<file path="src/rtl/lane_deser_rx_if.sv">
// Word-side handshake of the lane deserializer: reassembled word, valid and
// consumer ready.
interface lane_deser_rx_if #(
    parameter int WORD_W = 32
) ();
    logic [WORD_W-1:0] data_out;
    logic              data_valid;
    logic              data_ready;

    modport master (
        output data_out,
        output data_valid,
        input  data_ready
    );

    modport slave (
        input  data_out,
        input  data_valid,
        output data_ready
    );
endinterface

</file>
<file path="src/rtl/lane_deser_rx.sv">
// Multi-lane serial receiver: reassembles LSB-first bits from LANES lanes into
// one WORD_W word per frame, with a one-deep output holding register.
module lane_deser_rx #(
    parameter int LANES  = 4,
    parameter int WORD_W = 32
) (
    input  logic              clk,
    input  logic              rst,
    input  logic              ser_in,
    input  logic              ser_in2,
    input  logic              ser_in3,
    input  logic              ser_in4,
    input  logic              start_i,
    input  logic              err_clr,
    output logic              frame_err,
    output logic              overrun,
    lane_deser_rx_if.master   rx_if
);

    localparam int BPL   = WORD_W / LANES;
    localparam int CNT_W = (BPL > 1) ? $clog2(BPL) : 1;
    localparam logic [CNT_W-1:0] LAST = CNT_W'(BPL - 1);

    typedef enum logic [0:0] {
        ST_IDLE  = 1'b0,
        ST_SHIFT = 1'b1
    } state_t;

    state_t             state_r, state_nxt_s;
    logic [CNT_W-1:0]   cnt_r, cnt_nxt_s;
    logic [CNT_W-1:0]   idx_s;
    logic               capture_s;
    logic               abort_s;
    logic               done_s;
    logic [3:0]         lane_s;
    logic [WORD_W-1:0]  buf_r;
    logic [WORD_W-1:0]  word_s;
    logic [WORD_W-1:0]  data_out_r;
    logic               data_valid_r;
    logic               frame_err_r;
    logic               overrun_r;

    assign lane_s = {ser_in4, ser_in3, ser_in2, ser_in};

    // State and bit-counter register.
    always_ff @(posedge clk or negedge rst) begin
        if (!rst) begin
            state_r <= ST_IDLE;
            cnt_r   <= '0;
        end else begin
            state_r <= state_nxt_s;
            cnt_r   <= cnt_nxt_s;
        end
    end

    // Next-state logic; a start marker always wins and restarts at bit 0.
    always_comb begin
        state_nxt_s = state_r;
        cnt_nxt_s   = cnt_r;
        idx_s       = '0;
        capture_s   = 1'b0;
        abort_s     = 1'b0;
        done_s      = 1'b0;
        case (state_r)
            ST_IDLE: begin
                if (start_i) begin
                    capture_s = 1'b1;
                    if (LAST == '0) begin
                        done_s    = 1'b1;
                        cnt_nxt_s = '0;
                    end else begin
                        state_nxt_s = ST_SHIFT;
                        cnt_nxt_s   = CNT_W'(1);
                    end
                end else begin
                    state_nxt_s = ST_IDLE;
                end
            end
            ST_SHIFT: begin
                capture_s = 1'b1;
                if (start_i) begin
                    abort_s   = 1'b1;
                    cnt_nxt_s = CNT_W'(1);
                end else if (cnt_r == LAST) begin
                    idx_s       = cnt_r;
                    done_s      = 1'b1;
                    state_nxt_s = ST_IDLE;
                    cnt_nxt_s   = '0;
                end else begin
                    idx_s     = cnt_r;
                    cnt_nxt_s = cnt_r + CNT_W'(1);
                end
            end
            default: begin
                state_nxt_s = ST_IDLE;
                cnt_nxt_s   = '0;
            end
        endcase
    end

    // Merge this cycle's lane bits so the final bit is visible when the word loads.
    always_comb begin
        word_s = buf_r;
        for (int k = 0; k < LANES; k++) begin
            word_s[BPL*k + int'(idx_s)] = lane_s[k];
        end
    end

    // Partial-frame assembly buffer.
    always_ff @(posedge clk or negedge rst) begin
        if (!rst) begin
            buf_r <= '0;
        end else if (capture_s) begin
            buf_r <= word_s;
        end else begin
            buf_r <= buf_r;
        end
    end

    // Output holding register with drop-on-full and sticky error flags.
    always_ff @(posedge clk or negedge rst) begin
        if (!rst) begin
            data_out_r   <= '0;
            data_valid_r <= 1'b0;
            frame_err_r  <= 1'b0;
            overrun_r    <= 1'b0;
        end else begin
            if (done_s && (!data_valid_r || rx_if.data_ready)) begin
                data_out_r   <= word_s;
                data_valid_r <= 1'b1;
            end else if (data_valid_r && rx_if.data_ready) begin
                data_valid_r <= 1'b0;
            end else begin
                data_valid_r <= data_valid_r;
            end

            if (done_s && data_valid_r && !rx_if.data_ready) begin
                overrun_r <= 1'b1;
            end else if (err_clr) begin
                overrun_r <= 1'b0;
            end else begin
                overrun_r <= overrun_r;
            end

            if (abort_s) begin
                frame_err_r <= 1'b1;
            end else if (err_clr) begin
                frame_err_r <= 1'b0;
            end else begin
                frame_err_r <= frame_err_r;
            end
        end
    end

    assign rx_if.data_out   = data_out_r;
    assign rx_if.data_valid = data_valid_r;
    assign frame_err        = frame_err_r;
    assign overrun          = overrun_r;

endmodule

</file>
<file path="src/flat_wrapper.sv">
// flat-port wrapper written by rule: the top's interface ports become plain ports
module lane_deser_rx_flat 
#(
    parameter int LANES  = 4,
    parameter int WORD_W = 32
)
  (clk, rst, ser_in, ser_in2, ser_in3, ser_in4, start_i, err_clr, frame_err, overrun, rx_if_data_out, rx_if_data_valid, rx_if_data_ready);
  lane_deser_rx_if #(.WORD_W(WORD_W)) rx_if_i ();
  input  logic clk;
  input  logic rst;
  input  logic ser_in;
  input  logic ser_in2;
  input  logic ser_in3;
  input  logic ser_in4;
  input  logic start_i;
  input  logic err_clr;
  output logic frame_err;
  output logic overrun;
  output wire logic [$bits(rx_if_i.data_out)-1:0] rx_if_data_out;
  output wire logic [$bits(rx_if_i.data_valid)-1:0] rx_if_data_valid;
  input wire logic [$bits(rx_if_i.data_ready)-1:0] rx_if_data_ready;
  assign rx_if_data_out = rx_if_i.data_out;
  assign rx_if_data_valid = rx_if_i.data_valid;
  assign rx_if_i.data_ready = rx_if_data_ready;
  lane_deser_rx #(.LANES(LANES), .WORD_W(WORD_W)) u_core (.clk(clk), .rst(rst), .ser_in(ser_in), .ser_in2(ser_in2), .ser_in3(ser_in3), .ser_in4(ser_in4), .start_i(start_i), .err_clr(err_clr), .frame_err(frame_err), .overrun(overrun), .rx_if(rx_if_i));
endmodule
</file>
<file path="config.mk">
export PLATFORM = sky130hd
export DESIGN_NAME = lane_deser_rx_flat
export DESIGN_NICKNAME = d
export VERILOG_FILES = /design/src/rtl/lane_deser_rx_if.sv /design/src/rtl/lane_deser_rx.sv /design/src/flat_wrapper.sv
export SDC_FILE = /design/constraint.sdc
export NUM_CORES = 1
export LEC_CHECK = 0
export CORE_ASPECT_RATIO = 1.75
export CORE_MARGIN = 2
export CORE_UTILIZATION = 49
export CTS_CLUSTER_SIZE = 16
export DETAILED_ROUTE_END_ITERATION = 12
export PLACE_DENSITY_LB_ADDON = 0.25
export RECOVER_POWER = 25
export SLEW_MARGIN = 10
export SYNTH_ARGS = -nofsm -noshare
export SYNTH_HDL_FRONTEND = slang
export SYNTH_SLANG_ARGS = --single-unit
</file>
<file path="constraint.sdc">
create_clock -name clk -period 1.7 [get_ports clk]
set_input_delay 0.34 -clock clk [delete_from_list [all_inputs] [get_ports clk]]
set_output_delay 0.34 -clock clk [all_outputs]
set_load 0.1 [all_outputs]
</file>
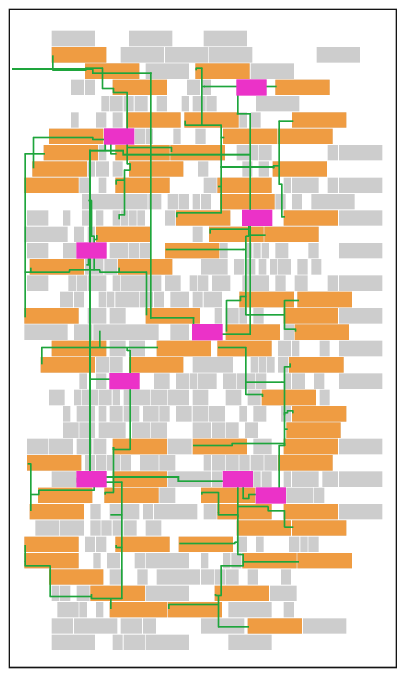
**Above:** run 1 (clock distribution).
Drawn at 6 px/um.
Key: magenta = clock-net drivers [count 9]; green = clock wires [length 840 um]; orange = flip-flops [count 71]
Position of the flops: widely spread. There are 10 routed clock nets.
clock skew after layout: 6.73 ps

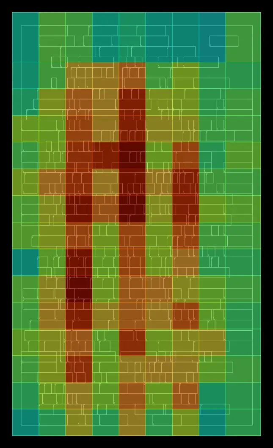
**Above:** run 1 (track usage over the die).
met3 GRT Util: 0.0471
aggregate global-route resource usage: 0.234
met1 track demand over resource in global routing: 0.266
Layout Utilization: 0.691
global routing met2 resource utilization: 0.429

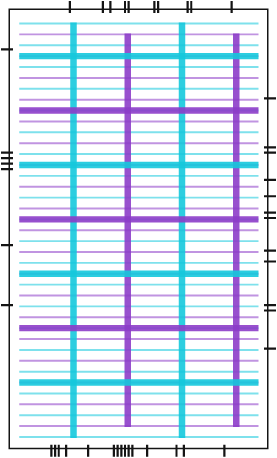
**Above:** run 1 (floorplan with the power grid).
Drawn at 4 px/um. Pins as bars on the die edge.
Key: purple = VDD; cyan = VSS
The core has 38 rows. 44 signal pins sit on the boundary. 39 met1 rails follow the rows.

==> results.yml, run 1 <==
# physical design summary
status:
  status: "finished clean"
final_timing:
  rsz0062_at_grt: "no"
  worst_hold_slack_ps: 446
  finalWorstPathRequiredPeriod_ps: 1620
  final-setup-viol-count: 0
floorplanning:
  fp-row-count: 38
  core_region_area_um2: 6180
  chip_area_um2: 7030
  floorplan.die.width_um: 64.3
detailed_routing:
  detailedRoute.firstIterationViolations: 187
  viasPerCell: 5.75
  met1_length_mm: 2.78
  routed_wire_length_per_instance_um: 16.7
  route.final.wire_length_mm: 7.34
  dr_total_vias: 2531
cells_and_area:
  logic_area_um2: 1200
  nNetsFinal: 367
  drive_gt1_frac: 0.253
  fill_cells: 468
  stdcell_area_um2: 4270
  final-instance-count-excl-fill: 440
clocking:
  cts_post_setup_buffers_inserted: 0
  cts_hold_buf: 1
  post_cts_resize_count: 0
logic_synthesis:
  muxShareOfSynthArea: 0.0177
  synth.cellmix.compoundShare: 0.180
  synthDistinctLibCells: 34
  leading_cell_type_by_number_of_instances_after_synthesis: "dfrtp_1"
  yosysTopAreaCellShare: 0.571
  post_synth.cell_area_avg_um2: 10.3
  synth.yosys.num_cells: 302
  yosys-top-cells-count: "71 x dfrtp_1, 49 x nand2_1, 32 x a21oi_1, 32 x a31oi_1, 25 x o21ai_0"
  ys_seq_share: 0.571
  post_synthesis_cell_count: 302
  synthesis.nets: 313
grt:
  grt_start_max_net_pins: 33
  globalRouteOverflowTotal: 0
placement:
  gp_congestion: 0.851
  detailed_place_hpwl_mm: 5.27
setup_path:
  cp-endpoint: "u_core.rx_if.data_out[15]$_DFFE_PN0P_"
  critical_path_required_ps: 1930
  crit_path_start: "u_core.cnt_r[0]$_DFFE_PN0P_"
  critical_path_peak_fanout: 21
  critPathMostFrequentCell: "ha_1"
  r2r_start: "u_core.cnt_r[0]$_DFFE_PN0P_"
  r2r_setup_slack_ps: 80
  worstReg2RegEnd: "u_core.rx_if.data_out[15]$_DFFE_PN0P_"
  start_kind: "flip-flop"
run 1: worst min-delay path by stage:
stage                     slack [ps]  cells past startpoint  from                                     to
after global routing             480                      2   rst  u_core.rx_if.data_out[31]$_DFFE_PN0P_
after floorplan                   40                      0   rst            u_core.buf_r[0]$_DFFE_PN0P_
after global placement           280                      1   rst  u_core.rx_if.data_out[24]$_DFFE_PN0P_
after CTS                        440                      2   rst  u_core.rx_if.data_out[31]$_DFFE_PN0P_
after detailed placement         290                      1   rst  u_core.rx_if.data_out[24]$_DFFE_PN0P_
final                            450                      2   rst  u_core.rx_if.data_out[31]$_DFFE_PN0P_
run 1: cell usage in the layout, fill, tap and decap left out, drive strengths merged, types with 3 or more instances in the layout:
cell type and count:
a21oi 33, a31oi 32, and3b 11, buf 57
clkbuf 12, clkdlybuf4s50 7, dfrtp 71, inv 3
mux2 4, nand2 49, nand2b 5, nand3 8
nand4 8, nor2 3, o21ai 34
run 1: area by class of cell:
cell class,count,share of cell area
Timing Repair Buffer,66,0.226
Tap cell,80,0.0234
Multi-Input combinational cell,205,0.282
Clock inverter,4,0.0164
Clock buffer,11,0.0331
Sequential cell,71,0.416
Inverter,3,0.00264
run 1: worst max-delay path, delay by kind of cell, from the launching register on:
family          cells  cell delay, ps
buf+inv             1             220
flops               1             390
simple gates        1             220
fa+ha+maj           2             430
compound gates      2             240
**Run 1: where the registers sit**

Drawn at 6 px/um. Other sequential cells in the stronger gray, the rest of the logic in the fainter gray.
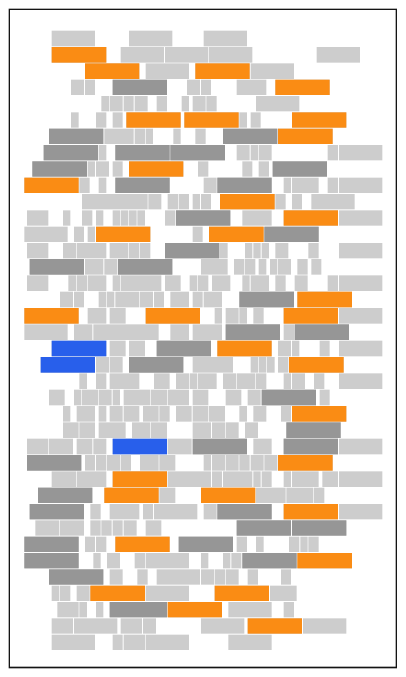

==> run 2: changes to the inputs <==
- CORE_MARGIN: 2 -> 3
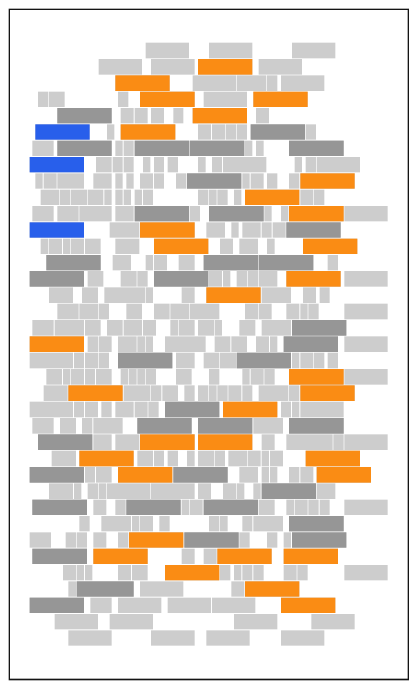
**Above:** run 2 (where the registers sit).
Drawn at 6 px/um. Other sequential cells in the stronger gray, the rest of the logic in the fainter gray.
Key: blue = u_core.cnt_r [flops 3]; orange = u_core.rx_if.data_out [flops 32]
Another 36 sequential cells are not colored.
Layout Utilization: 0.709
sequential portion of the cell area: 0.417
Sequential Area: 1780 um^2

==> run 2 against run 1 <==
  * Die size up 5.0%
  * Setup slack improved by 5.9 ps
  * Count of clock-buffer cells in the layout is 2 higher
  * Synthesized area is the same
  * Critical endpoint is now u_core.rx_if.data_out[13]$_DFFE_PN0P_
  * Largest cell class unchanged
  * Highest routed layer unchanged
==> results.yml, run 2 <==
# physical design summary
logic_synthesis:
  yosys-top-cells-count: "71 x dfrtp_1, 49 x nand2_1, 32 x a21oi_1, 32 x a31oi_1, 25 x o21ai_0"
  leading_cell_type_by_number_of_instances_after_synthesis: "dfrtp_1"
  yosysTopAreaCellShare: 0.571
  synthDistinctLibCells: 34
  post_synthesis_cell_count: 302
  post_synth.cell_area_avg_um2: 10.3
  synth.yosys.num_cells: 302
setup_path:
  start_kind: "input port"
  crit_path_start: "start_i"
  critical_path_peak_fanout: 8
  critical_path_required_ps: 1920
floorplanning:
  core_region_area_um2: 6020
  floorplan.die.width_um: 66.3
detailed_routing:
  detailedRoute.firstIterationViolations: 198
  viasPerCell: 5.89
  dr_total_vias: 2617
clocking:
  cts_hold_buf: 0
  cts_post_setup_buffers_inserted: 0
  post_cts_resize_count: 3
final_timing:
  finalWorstPathRequiredPeriod_ps: 1610
  rsz0062_at_grt: "no"
  final-setup-viol-count: 0
  fin_skew_ps: 5.41
grt:
  grt_use_total: 0.224
  globalRouteOverflowTotal: 0
  grt_start_max_net_pins: 72
status:
  status: "finished clean"
cells_and_area:
  final-instance-count-excl-fill: 444
  nNetsFinal: 372
  drive_gt1_frac: 0.262
placement:
  gp_congestion: 0.807
==> run 2: cell types whose count changed in the layout (fill, tap and decap cells not counted), moves of 2 or more <==
cell,change
bufinv_16,-2
a31oi_2,-4
a31oi_1,+3
buf_4,+6
==> run 2: cells by family (layout without fill, tap and decap cells) <==
| group | count (synthesis) | after routing |
|---|---|---|
| compound gates | 101 | 101 |
| fa+ha+maj | 2 | 2 |
| buf+inv | 26 | 90 |
| flops | 71 | 71 |
| mux | 5 | 5 |
| simple gates | 97 | 97 |
==> run 2: worst max-delay path: cells and delay by family <==
kind                   cells  cell delay, ps
AOI/OAI and AO/OA          2             390
and+or+nand+nor            1             590
buffers and inverters      1             520
==> run 2: worst paths after layout <==
check                                                        end  slack (ps)  cells past startpoint
max in group asynchronous    u_core.rx_if.data_valid$_DFFE_PN0P_         780                      2
setup / recovery           u_core.rx_if.data_out[13]$_DFFE_PN0P_          90                      4
hold / removal                      u_core.buf_r[18]$_DFFE_PN0P_         240                      2
hold reg to reg                     u_core.buf_r[25]$_DFFE_PN0P_         480                      2
min in group clk                    u_core.buf_r[25]$_DFFE_PN0P_         480                      2
setup reg to reg            u_core.rx_if.data_out[2]$_DFFE_PN0P_          90                      6
==> run 2: layer usage <==
layer | track usage | vias up | share of wire
met5 | 0 | - | 0
met4 | 0.111 | 0 | 0.030
met2 | 0.385 | 83 | 0.56
li1 | - | 1205 | -
met3 | 0.0505 | 20 | 0.041
met1 | 0.254 | 1309 | 0.36
==> run 2: cell type report <==
class / instances / area [um^2] / area share
clock inverter: 3 / 17.5 / 0.00411
multi-input combinational: 205 / 1200 / 0.282
sequential: 71 / 1780 / 0.417
clock buffer: 13 / 159 / 0.0372
timing repair buffer: 71 / 1000 / 0.235
tap: 78 / 97.6 / 0.0229
inverter: 3 / 11.3 / 0.00264
==> run 3: changes to the inputs <==
- ABC_AREA: not set -> 0
- CTS_CLUSTER_SIZE: 16 -> 25
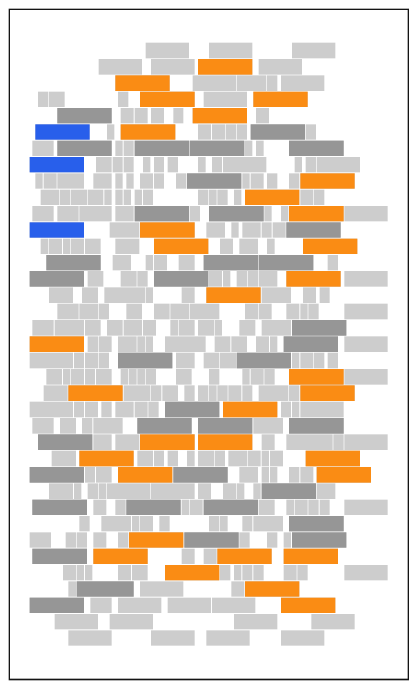
**Above:** run 3 (where the registers sit).
Drawn at 6 px/um. Other sequential cells in the stronger gray, the rest of the logic in the fainter gray.

==> run 3 against run 2 <==
  * Wire length did not move
  * Register-to-register slack barely moved
  * Critical path depth did not move
  * Critical path type unchanged
  * Synthesized area did not move
  * Fmax did not move
  * Critical endpoint unchanged
==> results.yml, run 3 <==
# physical design summary
status:
  status: "finished clean"
final_timing:
  finalWorstPathRequiredPeriod_ps: 1610
  fin_skew_ps: 5.41
  final-setup-viol-count: 0
grt:
  grt_start_max_net_pins: 72
  grt_use_total: 0.224
  grt_most_used_layer: "met2"
  globalRouteOverflowTotal: 0
  grtUsageMet2: 0.385
  global_route.usage.met3: 0.0505
detailed_routing:
  topRoutingLayerUsed: "met4"
  detailedRoute.firstIterationViolations: 198
  viasPerCell: 5.89
  met1_length_mm: 2.79
  route.met3.wl_um: 316
cells_and_area:
  final_util: 0.709
  nNetsFinal: 372
  drive_gt1_frac: 0.262
logic_synthesis:
  synthDistinctLibCells: 34
  synth.yosys.num_cells: 302
  post_synthesis_cell_count: 302
  yosys-top-cells-count: "71 x dfrtp_1, 49 x nand2_1, 32 x a21oi_1, 32 x a31oi_1, 25 x o21ai_0"
  leading_cell_type_by_number_of_instances_after_synthesis: "dfrtp_1"
  post_synth.cell_area_avg_um2: 10.3
setup_path:
  r2r_setup_slack_ps: 90
  crit_path_start: "start_i"
  worstReg2RegEnd: "u_core.rx_if.data_out[2]$_DFFE_PN0P_"
  critical_path_required_ps: 1920
clocking:
  cts_hold_buf: 0
floorplanning:
  core_region_area_um2: 6020
  floorplan.die.width_um: 66.3
placement:
  gp_congestion: 0.807
[run 3: logic make-up (layout without fill, tap and decap cells)]
family	after synthesis	after routing
DFF	71	71
adders and majority gates	2	2
muxes	5	5
buffers and inverters	26	90
and+or+nand+nor	97	97
AOI/OAI and AO/OA	101	101
[run 3: repair_timing]
| action | CTS | global route |
|---|---|---|
| endpoints found under the setup margin | 8 | 16 |
| cloned | 0 | 0 |
| buffers inserted | 0 | 0 |
| gates resized | 3 | 5 |
[run 3: critical path, cell delays in order]
cell	delay, ps
clkdlybuf4s50_1	520
or3b_1	590
o21ai_1	260
a31oi_1	130
[run 3: worst max path at each step]
stage,end,depth (start not counted)
after floorplan,u_core.rx_if.data_out[14]$_DFFE_PN0P_,8
after global placement,u_core.rx_if.data_out[1]$_DFFE_PN0P_,4
after detailed placement,u_core.rx_if.data_out[29]$_DFFE_PN0P_,4
after CTS,u_core.rx_if.data_out[3]$_DFFE_PN0P_,6
after global routing,u_core.rx_if.data_out[1]$_DFFE_PN0P_,6
final,u_core.rx_if.data_out[13]$_DFFE_PN0P_,4
[run 3: cell type report]
class / instances / area (um^2)
Sequential cell: 71 / 1780
Fill cell: 419 / 1750
Multi-Input combinational cell: 205 / 1200
Timing Repair Buffer: 71 / 1000
Clock buffer: 13 / 159
Tap cell: 78 / 97.6
Clock inverter: 3 / 17.5
Inverter: 3 / 11.3
